<file path="config.mk">
export PLATFORM = sky130hd
export DESIGN_NAME = axis_in
export DESIGN_NICKNAME = d
export VERILOG_FILES = /design/src/rtl/axis_in.sv
export SDC_FILE = /design/constraint.sdc
export NUM_CORES = 1
export LEC_CHECK = 0
export CORE_MARGIN = 8
export CORE_UTILIZATION = 47
export DETAILED_ROUTE_END_ITERATION = 6
export PLACE_DENSITY = 0.79
export SYNTH_ARGS = -nofsm -noshare
export SYNTH_HDL_FRONTEND = slang
export SYNTH_SLANG_ARGS = --single-unit
</file>
<file path="constraint.sdc">
create_clock -name clk -period 4.9 [get_ports clk]
set_input_delay 0.735 -clock clk [delete_from_list [all_inputs] [get_ports clk]]
set_output_delay 0.735 -clock clk [all_outputs]
set_load 0.005 [all_outputs]
</file>
<file path="src/rtl/axis_in.sv">
`timescale 1ns/1ps
`default_nettype none
// ============================================================================
//  Module   : axis_in
//  Brief    : AXI4-Stream slave that writes one N-coefficient polynomial per
//             frame into the banked coefficient memory. It flags frames whose
//             tlast is early or missing and pulses write_done when a frame
//             completes.
//  Revision : 1.0 - initial release
// ============================================================================
module axis_in #(
  parameter  int N       = 541,
  parameter  int M       = 1,
  parameter  int D_WIDTH = 16,
  // Bits needed to hold ceil(N/M)-1, M-1 and N-1 respectively.
  localparam int HI_W    = $clog2((N + M - 1) / M),
  localparam int LO_W    = $clog2(M),
  localparam int AW      = (M == 1) ? $clog2(N) : (HI_W + LO_W)
) (
  input  logic               clk,
  input  logic               reset,
  input  logic               load,
  input  logic [D_WIDTH-1:0] din_tdata,
  input  logic               din_tvalid,
  input  logic               din_tlast,
  output logic               din_tready,
  output logic [AW-1:0]      write_addr,
  output logic [D_WIDTH-1:0] write_data,
  output logic               write_en,
  output logic               write_done,
  output logic               frame_err
);

  // Beat counter must reach N-1; hi bank index needs at least one bit to exist.
  localparam int c_CNT_W  = ($clog2(N) < 1) ? 1 : $clog2(N);
  localparam int c_HI_W_S = (HI_W < 1) ? 1 : HI_W;

  typedef enum logic [1:0] {
    S_IDLE    = 2'd0,
    S_RECEIVE = 2'd1,
    S_DONE    = 2'd2
  } state_t;

  state_t               r_state;
  state_t               w_state_nxt;
  logic [c_CNT_W-1:0]   r_count;
  logic [AW-1:0]        w_cur_addr;
  logic                 w_hs;
  logic                 w_at_last;
  logic                 w_end;
  logic                 w_start;

  logic [AW-1:0]        r_write_addr;
  logic [D_WIDTH-1:0]   r_write_data;
  logic                 r_write_en;
  logic                 r_write_done;
  logic                 r_frame_err;

  assign w_start   = (r_state == S_IDLE) && load;
  assign w_hs      = din_tvalid && (r_state == S_RECEIVE);
  assign w_at_last = (r_count == c_CNT_W'(N - 1));
  // Either the final coefficient or an (early) tlast closes the frame.
  assign w_end     = w_hs && (w_at_last || din_tlast);

  // State register.
  always_ff @(posedge clk) begin
    if (reset) begin
      r_state <= S_IDLE;
    end else begin
      r_state <= w_state_nxt;
    end
  end

  // Next-state decode; ready is a pure function of the current state.
  always_comb begin
    w_state_nxt = r_state;
    din_tready  = 1'b0;
    case (r_state)
      S_IDLE: begin
        if (load) begin
          w_state_nxt = S_RECEIVE;
        end
      end
      S_RECEIVE: begin
        din_tready = 1'b1;
        if (w_end) begin
          w_state_nxt = S_DONE;
        end
      end
      S_DONE: begin
        // Wait for load to drop so one assertion yields exactly one frame.
        if (!load) begin
          w_state_nxt = S_IDLE;
        end
      end
      default: begin
        w_state_nxt = S_IDLE;
      end
    endcase
  end

  // Beat counter: cleared when a frame is requested, advanced per handshake.
  always_ff @(posedge clk) begin
    if (reset) begin
      r_count <= '0;
    end else if (w_start) begin
      r_count <= '0;
    end else if (w_hs) begin
      r_count <= r_count + c_CNT_W'(1);
    end
  end

  generate
    if (M == 1) begin : g_linear
      // Single bank: the address is simply the coefficient index.
      assign w_cur_addr = AW'(r_count);
    end else begin : g_banked
      logic [c_HI_W_S-1:0] r_addr_hi;
      logic [LO_W-1:0]     r_addr_lo;

      // Bank index wraps at M-1 and carries into the row index; non power of
      // two M therefore leaves unused addresses between rows.
      always_ff @(posedge clk) begin
        if (reset) begin
          r_addr_hi <= '0;
          r_addr_lo <= '0;
        end else if (w_start) begin
          r_addr_hi <= '0;
          r_addr_lo <= '0;
        end else if (w_hs) begin
          if (r_addr_lo == LO_W'(M - 1)) begin
            r_addr_lo <= '0;
            r_addr_hi <= r_addr_hi + c_HI_W_S'(1);
          end else begin
            r_addr_lo <= r_addr_lo + LO_W'(1);
          end
        end
      end

      // When HI_W is zero the padded hi bit is dropped by the cast.
      assign w_cur_addr = AW'({r_addr_hi, r_addr_lo});
    end
  endgenerate

  // Memory write port and status, registered one cycle behind the handshake.
  always_ff @(posedge clk) begin
    if (reset) begin
      r_write_addr <= '0;
      r_write_data <= '0;
      r_write_en   <= 1'b0;
      r_write_done <= 1'b0;
      r_frame_err  <= 1'b0;
    end else begin
      r_write_en   <= w_hs;
      r_write_done <= w_end;
      if (w_hs) begin
        r_write_addr <= w_cur_addr;
        r_write_data <= din_tdata;
      end
      if (w_start) begin
        r_frame_err <= 1'b0;
      end else if (w_end) begin
        // Good frame only when tlast lands exactly on coefficient N-1.
        r_frame_err <= (w_at_last != din_tlast);
      end
    end
  end

  assign write_addr = r_write_addr;
  assign write_data = r_write_data;
  assign write_en   = r_write_en;
  assign write_done = r_write_done;
  assign frame_err  = r_frame_err;

endmodule
`default_nettype wire

</file>
==> impl_metrics.env <==
# implementation run metrics
export IMPL_cts_sinks=41
export IMPL_timing_max_slew_rel_slack_pct=31.82
export IMPL_postSynthCellCount=197
export IMPL_timing_max_transition_violations_final=0
export IMPL_die_size_x_um=74.63
export IMPL_filler_instances=313
export IMPL_finish_net_count=268
export IMPL_post_cts_setup_buffer_count=0
export IMPL_antenna_found_initial=0
export IMPL_r2r_start="r_count[2]$_SDFFE_PP0P_"
export IMPL_ys_dominant_reg_cell="sky130_fd_sc_hd__dfxtp_1"
export IMPL_detail_route_first_pass_iterations=4
export IMPL_critical_path_class="reg -> out"
export IMPL_seqCellArea_um2=820.8
export IMPL_drive_gt1_share_pct=4.918
export IMPL_number_of_cells_on_the_worst_reg_to_reg_path=5
export IMPL_place_gp_congestion=0.8407
export IMPL_count_of_instantiated_cells_in_the_yosys_netlist=197
export IMPL_timing_critical_path_fanout_max=8
export IMPL_largest_net_degree_at_the_start_of_global_routing=39
export IMPL_worst_ep_arrival_time_ps=1470
export IMPL_cts_tree="done"
export IMPL_run_status="completed"
export IMPL_cts_hold_buffers=0
export IMPL_period_minus_slack_ps=2200
export IMPL_hold_path_depth=2
export IMPL_synth_cellmix_simpleShare_pct=28.04
export IMPL_global_route_overflow_total=0
export IMPL_maxClockFrequency_mhz=454.5
export IMPL_grtUsageTotal_pct=14.50
export IMPL_synth_cell_type_count=27
export IMPL_holdCritStartpoint="write_data[15]$_SDFFE_PP0P_"
export IMPL_final_hold_violation_count=0
export IMPL_worstSetupStartpointType="register"
export IMPL_synth_net_count=221
export IMPL_final_antenna_net_count=0
export IMPL_maxcap_viol_count=0
export IMPL_area_growth_syn_to_layout_pct=35.55
export IMPL_drcViolationCount=0
export IMPL_first_pass_grt_wire_length_um=6458
export IMPL_route_detailed_vias_per_inst=5.062
export IMPL_finalSetupViolations=0
export IMPL_synth_async_reset_ratio_pct=0
export IMPL_synth_logic_top_family="simple AND/OR/NAND/NOR gates"
export IMPL_openroad_warnings=27
export IMPL_max_clock_path_buffers=2
export IMPL_crit_path_end_kind="output port"
metrics by stage:
step	setup slack [ps]	cell area, um^2	power (W)	hold WS [ps]	std cells
floorplan	3183	1615	0.0003814	452.7	197
global placement	2417	2135	0.0004162	441.6	283
global route	2560	2190	0.0006021	478.9	290
finish	2700	2190	0.0005760	458.9	290
detailed placement	2339	2135	0.0004172	445.9	283
CTS	2685	2190	0.0005813	460.7	290
cells by family (layout without fill, tap and decap cells):
kind of cell / count (synthesis) / count (layout)
AND/OR/NAND/NOR: 94 / 94
buffers and inverters: 15 / 62
multiplexers: 2 / 2
XOR/XNOR: 1 / 1
adder cells (fa/ha/maj): 3 / 3
AND-OR/OR-AND: 41 / 41
flip-flops: 41 / 41
routing by layer:
metal	GRT usage (%)	part of all wire, %
met1	16.86	44
met2	23.43	46
met4	5.870	1.1
met5	0	0
met3	5.459	9.1
area by class of cell:
cell class | instances | area share (%)
Inverter | 3 | 0.5143
Tap cell | 46 | 2.629
Clock buffer | 7 | 2.514
Sequential cell | 41 | 37.49
Multi-Input combinational cell | 141 | 33.31
Timing Repair Buffer | 52 | 23.54
worst max-delay path by stage:
stage,start,end,slack [ps],cells after the start
floorplan,r_count[2]$_SDFFE_PP0P_,frame_err$_SDFFE_PP0P_,3180,5
global placement,din_tvalid,frame_err$_SDFFE_PP0P_,2420,4
detailed placement,din_tvalid,frame_err$_SDFFE_PP0P_,2340,4
CTS,r_state[0]$_SDFFE_PP0P_,din_tready,2680,2
global route,din_tvalid,frame_err$_SDFFE_PP0P_,2560,4
finish,r_state[0]$_SDFFE_PP0P_,din_tready,2700,2
where the power goes:
part / internal [W] / total, W / switching (W) / leakage [nW]
Sequential: 0.000341 / 0.000346 / 0.00000528 / 0.332
Combinational: 0.0000348 / 0.0000628 / 0.0000280 / 0.367
Clock: 0.0000678 / 0.000167 / 0.0000993 / 0.0314
Total: 0.000443 / 0.000576 / 0.000133 / 0.731
layout by cell type, fill, tap and decap left out, drive strengths merged, types with 5 or more instances in the layout:
master         instances
nand2                 60
clkdlybuf4s50         50
dfxtp                 41
a21oi                 34
clkbuf                 7
nor2                   5
nand3b                 5
o21ai                  5
nand3                  5
state kept, by name (all words and copies together) (netlist names):
name / cells
frame_err: 1
r_count: 10
r_state: 2
write_addr: 10
write_data: 16
write_done: 1
write_en: 1
worst max-delay path, cell delays in order (launching register included):
cell                              delay, ps
sky130_fd_sc_hd__dfxtp_1                460
sky130_fd_sc_hd__nor2b_1                160
sky130_fd_sc_hd__clkdlybuf4s50_1        500
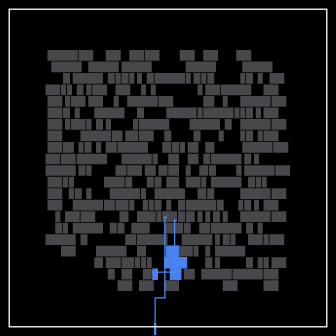
Fig. 1. I/O nets highlighted.
Blue is din_tvalid, bits 1, direction input, end cells 4, wire 50.2 um.
count of port buffers added during placement: 50
I/O pin cnt: 51

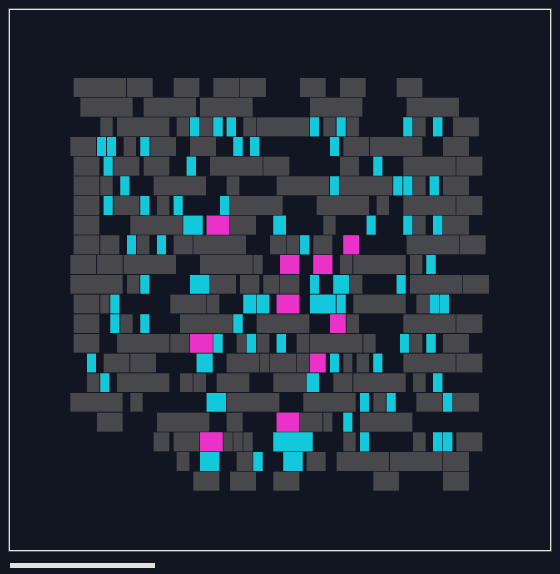
Fig. 2. Gate-type map.
The bar under the picture is 20 um long.
Cyan is nand cells, cells 73. Magenta is and/or cells, cells 10, where middle.
most common cell after layout, fill and taps aside: sky130_fd_sc_hd__nand2_1
combinational share of cell area: 33.31%
final std cells w/o fill: 290

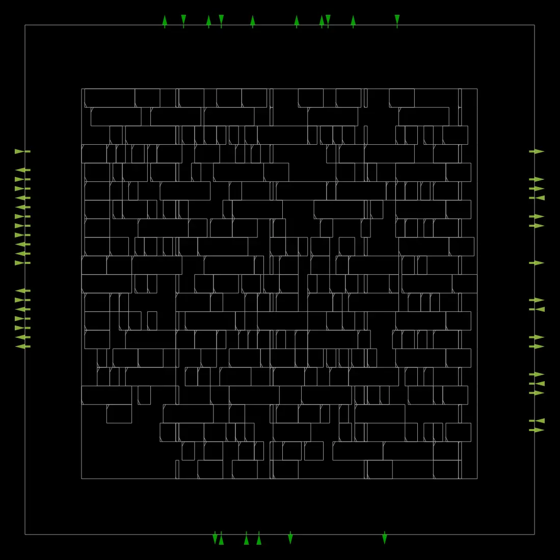
Fig. 3. Placed standard cells.
final sequential cell count: 41
sequential cell area share: 37.49%
number of cell rows: 21

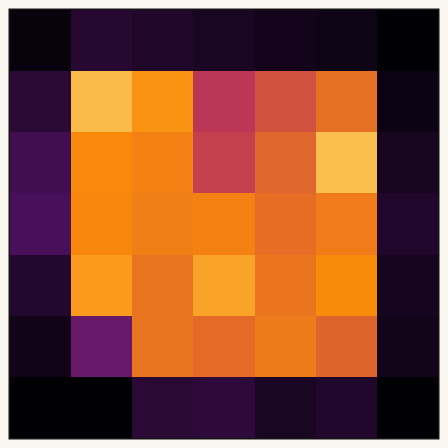
Fig. 4. Local utilization.
7 x 7 tiles, from black (low) to pale yellow (high), 0 to 100% covered.
The fullest tile reaches 86%. The mean over all tiles is 38%. The emptiest ninth of the die: bottom left. 8.2% of the tiles are nearly empty. The densest ninth of the die: middle. 10% of the tiles are over 75% full.
final core area utilization: 66.14%
core outline area: 3311 um^2
initial cell density of the core: 48.79%

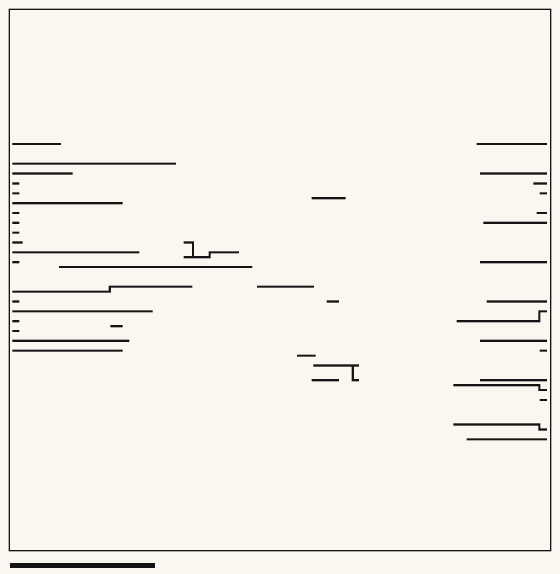
Fig. 5. The metal 3 layer.
The bar under the picture is 20 um long.
The wires run mostly horizontal. The longest straight run is 26.4 um. 40 nets have wire on it. The layer holds 9.1% of the routed length.
met3 track demand over resource in global routing: 5.459%
total detailed-routing wirelength: 3684 um
Via Count: 1,468

Power is estimated from default activity; no workload was simulated.
